### The metal 1 layer, run 1

Bar = 50 um.
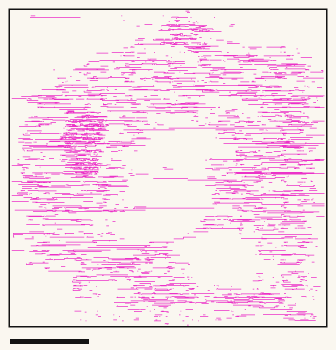
### The clock network, run 1

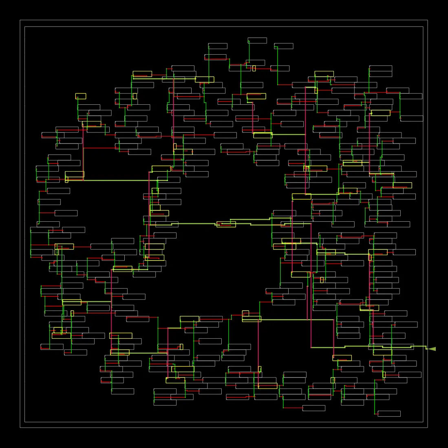
### A small window of the routed layout, run 1

Bar = 20 um. Region (75, 114) to (125, 164) um. Cells in gray, sequential cells in the stronger gray; small squares are vias.
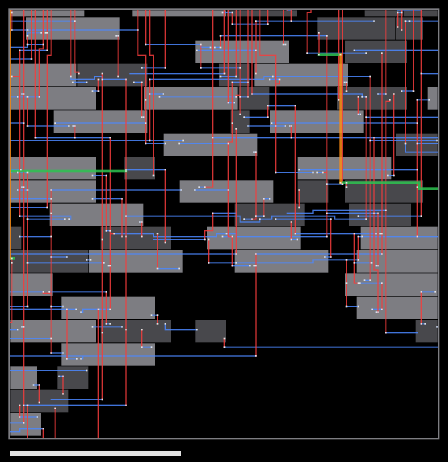
## src/rtl/decode_queue.sv

```systemverilog
// ---------------------------------------------------------------------------
// | Module   : decode_queue                                                  |
// | Purpose  : RV32I pre-decode FIFO between fetch and issue. Instructions  |
// |            are decoded on entry and held decoded in queue storage.      |
// | Options  : DECODE_ILLEGAL_TRAP_EN - build illegal-encoding flag path    |
// | Revision : 1.0 - initial release                                        |
// ---------------------------------------------------------------------------
`default_nettype none

package decode_queue_pkg;
  typedef enum logic [5:0] {
    OPC_NOP   = 6'd0,
    OPC_LUI   = 6'd1,
    OPC_AUIPC = 6'd2,
    OPC_JAL   = 6'd3,
    OPC_JALR  = 6'd4,
    OPC_BEQ   = 6'd5,
    OPC_BNE   = 6'd6,
    OPC_BLT   = 6'd7,
    OPC_BGE   = 6'd8,
    OPC_BLTU  = 6'd9,
    OPC_BGEU  = 6'd10,
    OPC_LB    = 6'd11,
    OPC_LH    = 6'd12,
    OPC_LW    = 6'd13,
    OPC_LBU   = 6'd14,
    OPC_LHU   = 6'd15,
    OPC_SB    = 6'd16,
    OPC_SH    = 6'd17,
    OPC_SW    = 6'd18,
    OPC_ADDI  = 6'd19,
    OPC_SLTI  = 6'd20,
    OPC_SLTIU = 6'd21,
    OPC_XORI  = 6'd22,
    OPC_ORI   = 6'd23,
    OPC_ANDI  = 6'd24,
    OPC_SLLI  = 6'd25,
    OPC_SRLI  = 6'd26,
    OPC_SRAI  = 6'd27,
    OPC_ADD   = 6'd28,
    OPC_SUB   = 6'd29,
    OPC_SLL   = 6'd30,
    OPC_SLT   = 6'd31,
    OPC_SLTU  = 6'd32,
    OPC_XOR   = 6'd33,
    OPC_SRL   = 6'd34,
    OPC_SRA   = 6'd35,
    OPC_OR    = 6'd36,
    OPC_AND   = 6'd37,
    OPC_ECALL = 6'd38,
    OPC_EBREAK = 6'd39
  } opcode_out_t;
endpackage

module decode_queue
  import decode_queue_pkg::*;
#(
  parameter int DEPTH = 4,
  parameter int PC_W  = 32
) (
  input  logic                       clk,
  input  logic                       rst,
  input  logic                       flush,
  input  logic                       in_valid,
  output logic                       in_ready,
  input  logic [31:0]                in_instr,
  input  logic [PC_W-1:0]            in_pc,
  output logic                       out_valid,
  input  logic                       out_ready,
  output opcode_out_t                out_opcode,
  output logic [4:0]                 out_rd,
  output logic [4:0]                 out_rs1,
  output logic [4:0]                 out_rs2,
  output logic [31:0]                out_instr,
  output logic [PC_W-1:0]            out_pc,
  output logic                       out_illegal,
  output logic [$clog2(DEPTH):0]     count
);

  localparam int PW = $clog2(DEPTH);
  localparam int CW = PW + 1;
  localparam logic [CW-1:0] c_depth = CW'(DEPTH);

  localparam logic [6:0] c_opc_lui    = 7'b0110111;
  localparam logic [6:0] c_opc_auipc  = 7'b0010111;
  localparam logic [6:0] c_opc_jal    = 7'b1101111;
  localparam logic [6:0] c_opc_jalr   = 7'b1100111;
  localparam logic [6:0] c_opc_branch = 7'b1100011;
  localparam logic [6:0] c_opc_load   = 7'b0000011;
  localparam logic [6:0] c_opc_store  = 7'b0100011;
  localparam logic [6:0] c_opc_imm    = 7'b0010011;
  localparam logic [6:0] c_opc_reg    = 7'b0110011;
  localparam logic [6:0] c_opc_system = 7'b1110011;
  localparam logic [31:0] c_word_ecall  = 32'h0000_0073;
  localparam logic [31:0] c_word_ebreak = 32'h0010_0073;

  logic [PW-1:0]   r_wr_ptr;
  logic [PW-1:0]   r_rd_ptr;
  logic [CW-1:0]   r_count;

  opcode_out_t     r_op_mem    [DEPTH];
  logic [4:0]      r_rd_mem    [DEPTH];
  logic [4:0]      r_rs1_mem   [DEPTH];
  logic [4:0]      r_rs2_mem   [DEPTH];
  logic [31:0]     r_instr_mem [DEPTH];
  logic [PC_W-1:0] r_pc_mem    [DEPTH];

  logic            w_push;
  logic            w_pop;
  opcode_out_t     w_dec_op;
  logic [2:0]      w_funct3;
  logic [6:0]      w_funct7;

  assign in_ready  = (r_count < c_depth);
  assign out_valid = (r_count != '0);
  assign count     = r_count;
  assign w_push    = in_valid && in_ready && !flush;
  assign w_pop     = out_valid && out_ready && !flush;

  assign w_funct3 = in_instr[14:12];
  assign w_funct7 = in_instr[31:25];

  // Reserved funct3/funct7 combinations fall through to the NOP default.
  always_comb begin
    w_dec_op = OPC_NOP;
    case (in_instr[6:0])
      c_opc_lui:   w_dec_op = OPC_LUI;
      c_opc_auipc: w_dec_op = OPC_AUIPC;
      c_opc_jal:   w_dec_op = OPC_JAL;
      c_opc_jalr:  w_dec_op = OPC_JALR;
      c_opc_branch: begin
        case (w_funct3)
          3'b000:  w_dec_op = OPC_BEQ;
          3'b001:  w_dec_op = OPC_BNE;
          3'b100:  w_dec_op = OPC_BLT;
          3'b101:  w_dec_op = OPC_BGE;
          3'b110:  w_dec_op = OPC_BLTU;
          3'b111:  w_dec_op = OPC_BGEU;
          default: w_dec_op = OPC_NOP;
        endcase
      end
      c_opc_load: begin
        case (w_funct3)
          3'b000:  w_dec_op = OPC_LB;
          3'b001:  w_dec_op = OPC_LH;
          3'b010:  w_dec_op = OPC_LW;
          3'b100:  w_dec_op = OPC_LBU;
          3'b101:  w_dec_op = OPC_LHU;
          default: w_dec_op = OPC_NOP;
        endcase
      end
      c_opc_store: begin
        case (w_funct3)
          3'b000:  w_dec_op = OPC_SB;
          3'b001:  w_dec_op = OPC_SH;
          3'b010:  w_dec_op = OPC_SW;
          default: w_dec_op = OPC_NOP;
        endcase
      end
      c_opc_imm: begin
        case (w_funct3)
          3'b000:  w_dec_op = OPC_ADDI;
          3'b010:  w_dec_op = OPC_SLTI;
          3'b011:  w_dec_op = OPC_SLTIU;
          3'b100:  w_dec_op = OPC_XORI;
          3'b110:  w_dec_op = OPC_ORI;
          3'b111:  w_dec_op = OPC_ANDI;
          3'b001:  w_dec_op = (w_funct7 == 7'h00) ? OPC_SLLI : OPC_NOP;
          3'b101: begin
            if (w_funct7 == 7'h00)      w_dec_op = OPC_SRLI;
            else if (w_funct7 == 7'h20) w_dec_op = OPC_SRAI;
            else                        w_dec_op = OPC_NOP;
          end
          default: w_dec_op = OPC_NOP;
        endcase
      end
      c_opc_reg: begin
        if (w_funct7 == 7'h00) begin
          case (w_funct3)
            3'b000:  w_dec_op = OPC_ADD;
            3'b001:  w_dec_op = OPC_SLL;
            3'b010:  w_dec_op = OPC_SLT;
            3'b011:  w_dec_op = OPC_SLTU;
            3'b100:  w_dec_op = OPC_XOR;
            3'b101:  w_dec_op = OPC_SRL;
            3'b110:  w_dec_op = OPC_OR;
            3'b111:  w_dec_op = OPC_AND;
            default: w_dec_op = OPC_NOP;
          endcase
        end else if (w_funct7 == 7'h20) begin
          if (w_funct3 == 3'b000)      w_dec_op = OPC_SUB;
          else if (w_funct3 == 3'b101) w_dec_op = OPC_SRA;
          else                         w_dec_op = OPC_NOP;
        end
      end
      c_opc_system: begin
        if (in_instr == c_word_ecall)       w_dec_op = OPC_ECALL;
        else if (in_instr == c_word_ebreak) w_dec_op = OPC_EBREAK;
        else                                w_dec_op = OPC_NOP;
      end
      default: w_dec_op = OPC_NOP;
    endcase
  end

  // Entry storage is deliberately left unreset; out_valid qualifies it.
  always_ff @(posedge clk) begin
    if (w_push) begin
      r_op_mem[r_wr_ptr]    <= w_dec_op;
      r_rd_mem[r_wr_ptr]    <= in_instr[11:7];
      r_rs1_mem[r_wr_ptr]   <= in_instr[19:15];
      r_rs2_mem[r_wr_ptr]   <= in_instr[24:20];
      r_instr_mem[r_wr_ptr] <= in_instr;
      r_pc_mem[r_wr_ptr]    <= in_pc;
    end
  end

  always_ff @(posedge clk or posedge rst) begin
    if (rst) begin
      r_wr_ptr <= '0;
      r_rd_ptr <= '0;
      r_count  <= '0;
    end else if (flush) begin
      r_wr_ptr <= '0;
      r_rd_ptr <= '0;
      r_count  <= '0;
    end else begin
      if (w_push) r_wr_ptr <= r_wr_ptr + 1'b1;
      if (w_pop)  r_rd_ptr <= r_rd_ptr + 1'b1;
      case ({w_push, w_pop})
        2'b10:   r_count <= r_count + 1'b1;
        2'b01:   r_count <= r_count - 1'b1;
        default: r_count <= r_count;
      endcase
    end
  end

  assign out_opcode = r_op_mem[r_rd_ptr];
  assign out_rd     = r_rd_mem[r_rd_ptr];
  assign out_rs1    = r_rs1_mem[r_rd_ptr];
  assign out_rs2    = r_rs2_mem[r_rd_ptr];
  assign out_instr  = r_instr_mem[r_rd_ptr];
  assign out_pc     = r_pc_mem[r_rd_ptr];

`ifdef DECODE_ILLEGAL_TRAP_EN
  logic r_illegal_mem [DEPTH];
  logic w_dec_illegal;

  // The canonical NOP is ADDI x0,x0,0 and is never flagged.
  assign w_dec_illegal = (w_dec_op == OPC_NOP) && (in_instr != 32'h0000_0013);

  always_ff @(posedge clk) begin
    if (w_push) r_illegal_mem[r_wr_ptr] <= w_dec_illegal;
  end

  assign out_illegal = out_valid && r_illegal_mem[r_rd_ptr];
`else
  assign out_illegal = 1'b0;
`endif

endmodule

`default_nettype wire

```

## config.mk

```make
export PLATFORM = sky130hd
export DESIGN_NAME = decode_queue
export DESIGN_NICKNAME = d
export VERILOG_FILES = /design/src/rtl/decode_queue.sv
export SDC_FILE = /design/constraint.sdc
export NUM_CORES = 1
export LEC_CHECK = 0
export CAP_MARGIN = 20
export CORE_MARGIN = 2
export CORE_UTILIZATION = 30
export DETAILED_ROUTE_END_ITERATION = 8
export GPL_ROUTABILITY_DRIVEN = 1
export PLACE_DENSITY_LB_ADDON = 0.3
export SLEW_MARGIN = 10
export SYNTH_ARGS = -nofsm -noshare
export SYNTH_HDL_FRONTEND = slang
export SYNTH_SLANG_ARGS = --single-unit
export TNS_END_PERCENT = 50
```

## constraint.sdc

```tcl
create_clock -name clk -period 4.6 [get_ports clk]
set_input_delay 0.69 -clock clk [delete_from_list [all_inputs] [get_ports clk]]
set_output_delay 0.69 -clock clk [all_outputs]
set_load 0.01 [all_outputs]
```

==> metrics.csv, run 1 <==
metric,value,unit
Placed Area,13530,um^2
RSZ-0062 raised after global routing,false,
gr ovfl total,0,
Net Sw Frac,25.04,%
first-pass GRT wire length,36200,um
max-slew violation count,0,
Post-synth mux share,14.08,%
"XOR Share, Synth",0.3836,%
Commonest Layout Cell,edfxtp_1,
layout cells sized above 1,19.02,%
I/O pin cnt,160,
Lkg Pwr,4.622,nW
Max Cap Viol,0,
Synth top area share,73.65,%
via/cell ratio,4.677,
power density cells,520.6,nW/um^2
worst hold path type,in -> async,
ao+oa area frac,2.466,%
status,completed,
"Simple Share, Synth",4.209,%
most frequent cells after synthesis,"280 x edfxtp_1, 70 x mux4_2, 19 x buf_4, 18 x nor2_1, 12 x clkbuf_1",
M1 wire length,10410,um
cts repair resizes,0,
critical path startpoint category,register,
cell with the most instances after synthesis,edfxtp_1,
H-Tree Level Count,2,
Top pwr grp,sequential cells,
die x size,199.1,um
met1 Use GR,16.02,%
Site Rows,71,
MI comb cells,211,
clk_buf instances,42,
fa+ha+maj area frac,1.162,%
die area,39630,um^2
fin crit period,3.546,ns
uppermost routed layer,met4,
"reg-to-reg slack, setup",2.20,ns
gpl congestion,0.7915,
All-Layer GR Usage,12.21,%
clock buffer depth,3,
internal power,5.701,mW
max reg flops,128,
Final Hold Violation Tally,0,
Mapped Cells,551,
Cell variety after synth,51,
Hold Buf Count CTS,0,
DR vias,5809,
Comb area,2560,um^2
DRT Pass-1 Iters,5,
fp_density,30.38,%
CP required,3.91,ns
biggest regs,"r_pc_mem: 128 flops, r_instr_mem: 112 flops, r_op_mem: 24 flops",
"Cell Area, Synth",11420,um^2
WHS,0.4272,ns
maximum VDD drop,0.1971,mV
WL/cell,19.48,um
Seq area share,58.80,%
"worst slack, placed",1.022,ns
FILL cells,3415,
root buffer cell,clkbuf_16,
reg2reg start,count[2],
Tap Count,511,
clock network power share,34.0,%
synthesis area per yosys,11420,um^2
setup bufs post-CTS,0,
Notes on 'The metal 1 layer' above:
The longest straight run is 71.8 um. The wires run mostly horizontal. The layer carries 10400 um of wire. 713 nets have wire on it. The layer holds 43% of the routed length.

Notes on 'The clock network' above:
flop count: 287
Layout Skew: 0.01318 ns
cts bufs inserted: 34
Num Clock Sinks: 287

Notes on 'A small window of the routed layout' above:
metal 3: marked green. metal 2: marked red. metal 4: marked orange. metal 1: marked blue.
Most frequent: edfxtp_1 (24), mux4_2 (6), clkdlybuf4s50_1 (6). Netlist names of flops here include r_instr_mem (21), r_op_mem (3). Sequential cells in the window: 24. 45 logic cells have their middle in the window.

==> run 2: changes to the inputs <==
==> constraint.sdc (replaced) <==
create_clock -name clk -period 3.3 [get_ports clk]
set_input_delay 0.495 -clock clk [delete_from_list [all_inputs] [get_ports clk]]
set_output_delay 0.495 -clock clk [all_outputs]
set_load 0.01 [all_outputs]
==> run 2 against run 1 <==
Against the previous run:
- sequential share of layout area fell by 0.51 points
- largest power group unchanged
- synthesized area did not move
- register-to-register slack got worse by 0.96 ns
- clock power rose by 32%
==> metrics.csv, run 2 <==
metric,value,unit,change
via/cell ratio,4.686,,was 4.677
clk_buf instances,46,,was 42
"reg-to-reg slack, setup",1.24,ns,was 2.20 ns
synthesis area per yosys,11420,um^2,unchanged
met1 Use GR,16.43,%,was 16.02%
H-Tree Level Count,2,,unchanged
Num Clock Sinks,287,,unchanged
Placed Area,13720,um^2,was 13530 um^2
Cell variety after synth,51,,unchanged
Final Hold Violation Tally,0,,unchanged
I/O pin cnt,160,,unchanged
first-pass GRT wire length,37560,um,was 36200 um
"worst slack, placed",0.2848,ns,was 1.022 ns
clock network power share,32.6,%,was 34.0%
gr ovfl total,0,,unchanged
Comb area,2560,um^2,unchanged
Synth async-reset ratio,2.439,%,unchanged
All-Layer GR Usage,12.71,%,was 12.21%
Seq area share,58.29,%,was 58.80%
Mapped Cells,551,,unchanged
M1 wire length,10690,um,was 10410 um
internal power,7.817,mW,was 5.701 mW
MI comb cells,211,,unchanged
most frequent cells after synthesis,"280 x edfxtp_1, 70 x mux4_2, 19 x buf_4, 18 x nor2_1, 12 x clkbuf_1",,unchanged
critical path startpoint category,register,,unchanged
Net Sw Frac,25.34,%,was 25.04%
clock buffer depth,3,,unchanged
max-slew violation count,0,,unchanged
Top pwr grp,sequential cells,,unchanged
Lkg Pwr,4.689,nW,was 4.622 nW
maximum VDD drop,0.3847,mV,was 0.1971 mV
biggest regs,"r_pc_mem: 128 flops, r_instr_mem: 112 flops, r_op_mem: 24 flops",,unchanged
power density cells,710.5,nW/um^2,was 520.6 nW/um^2
"XOR Share, Synth",0.3836,%,unchanged
Hold Buf Count CTS,0,,unchanged
Post-synth mux share,14.08,%,unchanged
"Cell Area, Synth",11420,um^2,unchanged
cts repair resizes,0,,unchanged
Tap Count,511,,unchanged
CP required,2.80,ns,was 3.91 ns
setup bufs post-CTS,0,,unchanged
die area,39630,um^2,unchanged
worst hold path type,in -> async,,unchanged
fin crit period,2.915,ns,
Layout Skew,0.02107,ns,was 0.01318 ns
WHS,0.2039,ns,was 0.4272 ns
status,completed,,unchanged
"Simple Share, Synth",4.209,%,unchanged
layout cells sized above 1,20.43,%,was 19.02%
power of the clock network,3.41,mW,was 2.59 mW
gpl congestion,0.8787,,was 0.7915
cts bufs inserted,34,,unchanged
fa+ha+maj area frac,1.162,%,unchanged
max reg flops,128,,unchanged
FILL cells,3407,,was 3415
Synth top area share,73.65,%,unchanged
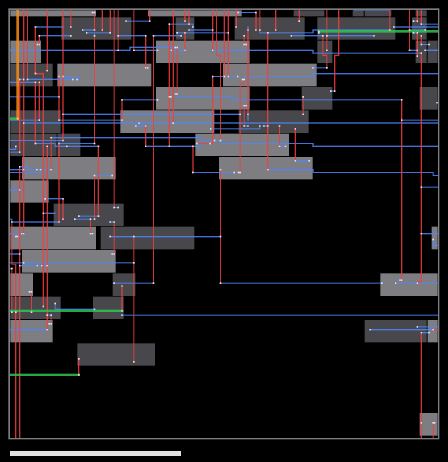
*A small window of the routed layout, run 2*
Bar = 20 um. Region (75, 114) to (125, 164) um. Cells in gray, sequential cells in the stronger gray; small squares are vias.

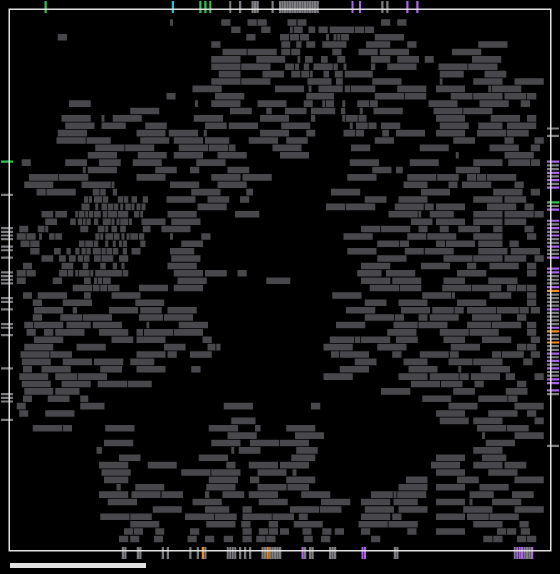
*Pin placement, run 2*
Bar = 50 um. Pins as bars across the die edge, other pins in gray.
out_illegal: marked cyan, pins 1, direction output, edge top. out_rs1: marked orange, pins 5, direction output, edge 3 right, 2 bottom. in_pc: marked purple, pins 32, direction input, edge 21 right, 7 bottom, 4 top. out_opcode: marked green, pins 6, direction output, edge 4 top, 1 left, 1 right.
All pins by edge: 59 right, 44 bottom, 33 top, 24 left.
die x size: 199.1 um
Port Buffers: 158

==> run 3: changes to the inputs <==
--- a/config.mk
+++ b/config.mk
@@ -5,6 +5,7 @@
 export SDC_FILE = /design/constraint.sdc
 export NUM_CORES = 1
 export LEC_CHECK = 0
+export ABC_CLOCK_PERIOD_IN_PS = 3300
 export CAP_MARGIN = 20
 export CORE_MARGIN = 2
 export CORE_UTILIZATION = 30
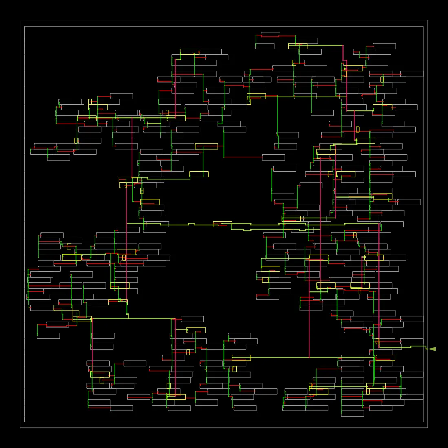
*The clock network, run 3*
Late-Pin Clk Latency: 0.51 ns
clk_buf instances: 46

==> run 3 against run 2 <==
Against the previous run:
- clock power hardly changed
- global-route usage stayed put
- sequential share of layout area stayed put
- setup slack stayed put
- count of clock-buffer cells in the layout stayed put
- critical path type unchanged
- largest cell class unchanged
- largest power group unchanged
==> metrics.csv, run 3 <==
metric,value,unit,change
Comb area,2560,um^2,unchanged
biggest regs,"r_pc_mem: 128 flops, r_instr_mem: 112 flops, r_op_mem: 24 flops",,unchanged
Max Cap Viol,0,,unchanged
Post-synth mux share,14.08,%,unchanged
Cell variety after synth,51,,unchanged
cell with the most instances after synthesis,edfxtp_1,,unchanged
worst hold path type,in -> async,,unchanged
max reg flops,128,,unchanged
clock buffer depth,3,,unchanged
die x size,199.1,um,unchanged
Port Buffers,158,,unchanged
gr ovfl total,0,,unchanged
Synth top area share,73.65,%,unchanged
die area,39630,um^2,unchanged
Site Rows,71,,unchanged
CP required,2.80,ns,about the same
Mapped Cells,551,,unchanged
Num Clock Sinks,287,,unchanged
first-pass GRT wire length,37560,um,unchanged
maximum VDD drop,0.3847,mV,unchanged
All-Layer GR Usage,12.71,%,unchanged
WHS,0.2039,ns,unchanged
clock network power share,32.6,%,about the same
power density cells,710.5,nW/um^2,unchanged
"Simple Share, Synth",4.209,%,unchanged
Lkg Pwr,4.689,nW,unchanged
FILL cells,3407,,unchanged
internal power,7.817,mW,unchanged
H-Tree Level Count,2,,unchanged
Top pwr grp,sequential cells,,unchanged
fin crit period,2.915,ns,unchanged
status,completed,,unchanged
Commonest Layout Cell,edfxtp_1,,unchanged
reg2reg start,count[0],,unchanged
Hold Buf Count CTS,0,,unchanged
DRT Pass-1 Iters,4,,unchanged
MI comb cells,211,,unchanged
ao+oa area frac,2.466,%,unchanged
synthesis area per yosys,11420,um^2,unchanged
Final Hold Violation Tally,0,,unchanged
WL/cell,19.71,um,unchanged
Net Sw Frac,25.34,%,unchanged
M1 wire length,10690,um,unchanged
"reg-to-reg slack, setup",1.24,ns,about the same
flop count,287,,unchanged
Synth async-reset ratio,2.439,%,unchanged
critical path startpoint category,register,,unchanged
met1 Use GR,16.43,%,unchanged
Seq area share,58.29,%,unchanged
Tap Count,511,,unchanged
gpl congestion,0.8787,,unchanged
cts bufs inserted,34,,unchanged
max-slew violation count,0,,unchanged
setup bufs post-CTS,0,,unchanged
"worst slack, placed",0.2848,ns,unchanged
root buffer cell,clkbuf_16,,unchanged
fp_density,30.38,%,unchanged
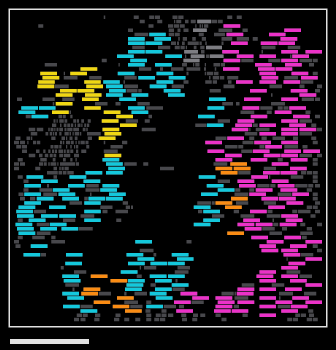
*Sequential cells grouped by signal name, run 3*
Bar = 50 um. Other sequential cells in the stronger gray, the rest of the logic in the fainter gray.
r_rs1_mem: marked orange, sequential cells 16. r_instr_mem: marked cyan, sequential cells 112. r_op_mem: marked yellow, sequential cells 24, where top left. r_pc_mem: marked magenta, sequential cells 128, where a vertical strip on the right.
Another 7 sequential cells are not colored.

Power figures rest on the tool's default switching activity, not on a simulated workload.
